### src/rtl/conv_rd_arb.sv
// Two-requester read arbiter sharing one read-address/read-response channel pair.
// Define CONV_RD_ARB_WT_PRIO_EN for fixed wt-over-ifm priority instead of round-robin.
module conv_rd_arb #(
  parameter int unsigned AWIDTH  = 32,
  parameter int unsigned DWIDTH  = 32,
  parameter int unsigned MAX_OUT = 4
) (
  input  logic              clk,
  input  logic              rst,
  input  logic [AWIDTH-1:0] wt_req_addr,
  input  logic [31:0]       wt_req_len,
  input  logic              wt_req_valid,
  output logic              wt_req_ready,
  input  logic [AWIDTH-1:0] ifm_req_addr,
  input  logic [31:0]       ifm_req_len,
  input  logic              ifm_req_valid,
  output logic              ifm_req_ready,
  output logic [DWIDTH-1:0] wt_resp_data,
  output logic              wt_resp_valid,
  input  logic              wt_resp_ready,
  output logic [DWIDTH-1:0] ifm_resp_data,
  output logic              ifm_resp_valid,
  input  logic              ifm_resp_ready,
  output logic [AWIDTH-1:0] req_read_addr,
  output logic [31:0]       req_read_len,
  output logic              req_read_addr_valid,
  input  logic              req_read_addr_ready,
  input  logic [DWIDTH-1:0] resp_read_data,
  input  logic              resp_read_data_valid,
  output logic              resp_read_data_ready
);
  localparam int unsigned PW = $clog2(MAX_OUT);

  typedef enum logic {IDLE, ISSUE} state_t;

  state_t            r_state;
  logic [AWIDTH-1:0] r_addr;
  logic [31:0]       r_len;
  logic              r_addr_valid;
  logic              r_tag_id  [MAX_OUT];
  logic [31:0]       r_tag_len [MAX_OUT];
  logic [PW-1:0]     r_wr_ptr;
  logic [PW-1:0]     r_rd_ptr;
  logic [PW:0]       r_count;
  logic [31:0]       r_beat_cnt;

  logic        w_full;
  logic        w_empty;
  logic        w_grant_wt;
  logic        w_grant_ifm;
  logic        w_push;
  logic        w_pop;
  logic        w_beat;
  logic        w_resp_ok;
  logic        w_head_id;
  logic [31:0] w_head_len;
  logic [31:0] w_last_cnt;
  logic        w_prio_ifm;

`ifdef CONV_RD_ARB_WT_PRIO_EN
  assign w_prio_ifm = 1'b0;
`else
  logic r_prio_ifm;

  // Whoever wins a pick hands priority to the other requester.
  always_ff @(posedge clk) begin
    if (rst)              r_prio_ifm <= 1'b0;
    else if (w_grant_wt)  r_prio_ifm <= 1'b1;
    else if (w_grant_ifm) r_prio_ifm <= 1'b0;
  end

  assign w_prio_ifm = r_prio_ifm;
`endif

  assign w_full     = (r_count == (PW+1)'(MAX_OUT));
  assign w_empty    = (r_count == '0);
  assign w_head_id  = r_tag_id[r_rd_ptr];
  assign w_head_len = r_tag_len[r_rd_ptr];
  assign w_last_cnt = (w_head_len == '0) ? '0 : w_head_len - 32'd1;

  always_comb begin
    w_grant_wt  = 1'b0;
    w_grant_ifm = 1'b0;
    if (!rst && r_state == IDLE && !w_full) begin
      if (wt_req_valid && ifm_req_valid) begin
        w_grant_wt  = !w_prio_ifm;
        w_grant_ifm = w_prio_ifm;
      end else begin
        w_grant_wt  = wt_req_valid;
        w_grant_ifm = ifm_req_valid;
      end
    end
  end

  assign wt_req_ready  = w_grant_wt;
  assign ifm_req_ready = w_grant_ifm;
  assign w_push        = w_grant_wt || w_grant_ifm;

  always_ff @(posedge clk) begin
    if (rst) begin
      r_state      <= IDLE;
      r_addr       <= '0;
      r_len        <= '0;
      r_addr_valid <= 1'b0;
    end else begin
      case (r_state)
        IDLE: if (w_push) begin
          r_addr       <= w_grant_ifm ? ifm_req_addr : wt_req_addr;
          r_len        <= w_grant_ifm ? ifm_req_len : wt_req_len;
          r_addr_valid <= 1'b1;
          r_state      <= ISSUE;
        end
        ISSUE: if (req_read_addr_ready) begin
          r_addr_valid <= 1'b0;
          r_state      <= IDLE;
        end
        default: r_state <= IDLE;
      endcase
    end
  end

  assign req_read_addr       = r_addr;
  assign req_read_len        = r_len;
  assign req_read_addr_valid = r_addr_valid && !rst;

  // Response path follows the oldest outstanding tag; gating with rst refuses stale beats.
  assign w_resp_ok            = !rst && !w_empty;
  assign resp_read_data_ready = w_resp_ok && (w_head_id ? ifm_resp_ready : wt_resp_ready);
  assign wt_resp_valid        = w_resp_ok && !w_head_id && resp_read_data_valid;
  assign ifm_resp_valid       = w_resp_ok && w_head_id && resp_read_data_valid;
  assign wt_resp_data         = resp_read_data;
  assign ifm_resp_data        = resp_read_data;
  assign w_beat               = resp_read_data_valid && resp_read_data_ready;
  assign w_pop                = w_beat && (r_beat_cnt == w_last_cnt);

  always_ff @(posedge clk) begin
    if (w_push) begin
      r_tag_id[r_wr_ptr]  <= w_grant_ifm;
      r_tag_len[r_wr_ptr] <= w_grant_ifm ? ifm_req_len : wt_req_len;
    end
  end

  always_ff @(posedge clk) begin
    if (rst) begin
      r_wr_ptr   <= '0;
      r_rd_ptr   <= '0;
      r_count    <= '0;
      r_beat_cnt <= '0;
    end else begin
      if (w_push) r_wr_ptr <= r_wr_ptr + 1'b1;
      if (w_pop) begin
        r_rd_ptr   <= r_rd_ptr + 1'b1;
        r_beat_cnt <= '0;
      end else if (w_beat) begin
        r_beat_cnt <= r_beat_cnt + 32'd1;
      end
      if (w_push && !w_pop)      r_count <= r_count + 1'b1;
      else if (w_pop && !w_push) r_count <= r_count - 1'b1;
    end
  end
endmodule

### config.mk
export PLATFORM = sky130hd
export DESIGN_NAME = conv_rd_arb
export DESIGN_NICKNAME = d
export VERILOG_FILES = /design/src/rtl/conv_rd_arb.sv
export SDC_FILE = /design/constraint.sdc
export NUM_CORES = 1
export LEC_CHECK = 0
export CORE_MARGIN = 2
export CORE_UTILIZATION = 54
export CTS_CLUSTER_DIAMETER = 30
export DETAILED_ROUTE_END_ITERATION = 16
export GPL_TIMING_DRIVEN = 1
export PLACE_DENSITY = 0.95
export SLEW_MARGIN = 0
export SYNTH_ARGS = -nofsm -noshare
export SYNTH_HDL_FRONTEND = slang
export SYNTH_SLANG_ARGS = --single-unit
### constraint.sdc
create_clock -name clk -period 11.3 [get_ports clk]
set_input_delay 2.825 -clock clk [delete_from_list [all_inputs] [get_ports clk]]
set_output_delay 2.825 -clock clk [all_outputs]
set_load 0.05 [all_outputs]
ff_map.png
(3 px per um)
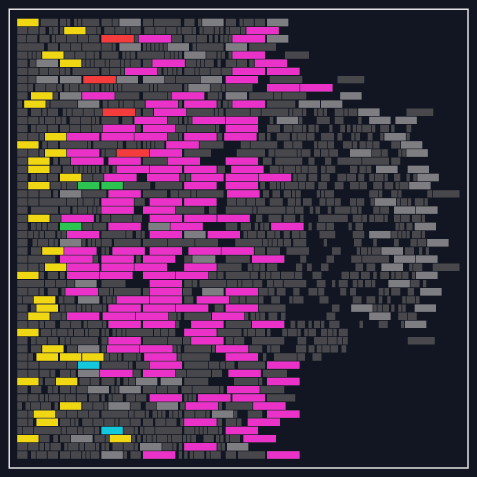
colour	name in the netlist	placed flops
magenta	`r_tag_len`	128
yellow	`req_read_addr`	32
cyan	`r_wr_ptr`	2
green	`r_count`	3
red	`r_tag_id`	4
P_seq: 0.00103 W
register area: 6130 um2

gates.png
(3 px per um)
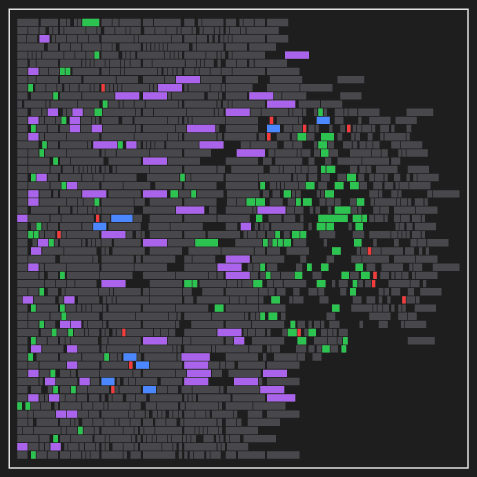
colour	family	cells
red	inv cells	15
purple	mux cells	69
blue	fa/ha/maj cells	8
green	aoi and oai cells	106
logic share of the area: 32.5%
most frequent logic cell in the layout: clkdlybuf4s50_1
fin cells: 1557

congestion_map.png
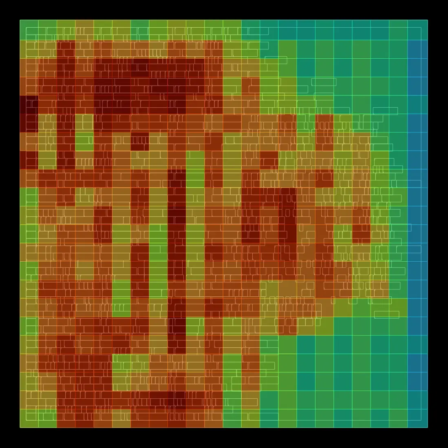
met3 usage: 10.7%
total global-route track usage: 34.7%
layer with the highest usage: met2

m2.png
(2 px per um) Cells faint in the background.
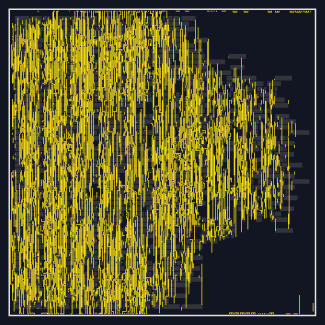
wire length on this layer	19600 um
share of all routed wire	48%
nets with wire on the layer	1295
Via Count: 10300
met2 Use GR: 56.4%
WL final: 41.0 mm

==> ci_impl_report.md <==
### Metrics collected by this job

| Metric | Value |
|---|---|
| Crit path largest cell delay | `1000 ps` |
| Flop share of the area | `40.2%` |
| Initial Util | `54.8%` |
| Worst min path class | `register to register` |
| Crit path DRT | `8480 ps` |
| Top reg by flops | `r_tag_len` |
| Status | `completed` |
| Root buffer cell | `clkbuf_16` |
| Total power | `0.00299 W` |
| Met1 Routed Length | `14.0 mm` |
| Leak Pwr | `5.60 nW` |
| Clock Skews | `44.4 ps` |
| Critical path peak fanout | `46` |
| Invs w/o clock | `15` |
| Dominant synthesized flop cell | `edfxtp_1` |
| Worst vdd ir | `196 uV` |
| Crit path DAT | `6190 ps` |
| CP Capture Type | `output port` |
| Worst-path cell chain | `buf_2 > buf_4 > a211oi_1 > nand3_4 > inv_1 > clkdlybuf4s50_1` |
| Core Util, Final | `70.4%` |
| Post-synth ARST share | `0%` |
| Hold depth | `2` |
| Chip Area, Yosys | `11900 um2` |
| Clk_lat worst skew | `570 ps` |
| CTS tree | `done` |
| Top Consumer | `clock` |
| Core Area | `21700 um2` |
| HP Start | `req_read_len[27]` |
| Worst Hold Endpoint | `req_read_len[27]` |
| Flop pwr share | `34.6%` |
| Vias in the first global route | `10400` |
| Final hold violations | `0` |
| Worst Setup SP | `rst` |
| Worst Setup EP | `ifm_req_ready` |
| Worst R2R Setup Slack | `4960 ps` |
| Finished Cell Area | `15300 um2` |
| Ys cells | `1094` |
| Setup TNS | `0 ps` |
| Largest net degree at the start of global routing | `101` |
| DR vias/cell | `6.63` |
| Clock buf count | `54` |
| # H-tree levels | `2` |
| Combinational share of power | `18.0%` |
| Cell class ranked first by area | `sequential cells` |
| Power of the clock network | `0.00142 W` |
| GR Util met1 | `41.2%` |
| Cts hold-fix bufs | `0` |
| Chip Height | `152 um` |
| Chip Footprint | `23200 um2` |
| Clock power share | `47.4%` |
| HPWL after DPL | `23.5 mm` |
| Mapped cell area | `11900 um2` |
[Yosys cell counts (3+ instances only)]
cell | number | area, um2
a2111oi_0 | 3 | 26.3
a211oi_1 | 3 | 22.5
a21oi_1 | 19 | 95.1
a32oi_1 | 4 | 35.0
and2_1 | 6 | 37.5
and3_1 | 4 | 25.0
buf_1 | 8 | 30.0
buf_12 | 3 | 60.1
buf_2 | 7 | 35.0
buf_4 | 64 | 480
clkbuf_1 | 40 | 150
dfxtp_1 | 108 | 2160
edfxtp_1 | 132 | 3960
ha_1 | 7 | 87.6
inv_1 | 14 | 52.6
mux2i_1 | 36 | 360
mux4_1 | 7 | 184
mux4_2 | 26 | 586
nand2_1 | 131 | 492
nand2b_1 | 6 | 37.5
nand3_1 | 48 | 240
nand4_1 | 13 | 81.3
nand4_2 | 3 | 37.5
nor2_1 | 130 | 488
nor2b_1 | 5 | 31.3
nor3_1 | 48 | 240
nor3_2 | 7 | 70.1
nor3b_1 | 4 | 30.0
nor4_1 | 11 | 68.8
nor4_2 | 6 | 75.1
nor4_4 | 3 | 63.8
o211ai_1 | 4 | 30.0
o21ai_0 | 37 | 185
o21ai_1 | 3 | 15.0
o2bb2ai_1 | 4 | 35.0
o31ai_1 | 7 | 52.6
o32ai_1 | 4 | 35.0
or2_2 | 6 | 37.5
or3_1 | 6 | 37.5
or4_1 | 7 | 52.6
or4_4 | 5 | 56.3
xnor2_1 | 35 | 307
xor2_1 | 24 | 210
[cell families after synthesis]
kind of cell / count (synthesis) / share of synthesized area, %
AND/OR/NAND/NOR: 463 / 19.7
flip-flops: 240 / 51.5
buffers and inverters: 139 / 7.02
AND-OR/OR-AND: 114 / 6.65
multiplexers: 69 / 9.50
XOR/XNOR: 61 / 4.72
adder cells (fa/ha/maj): 8 / 0.905
Power figures rest on the tool's default switching activity, not on a simulated workload.
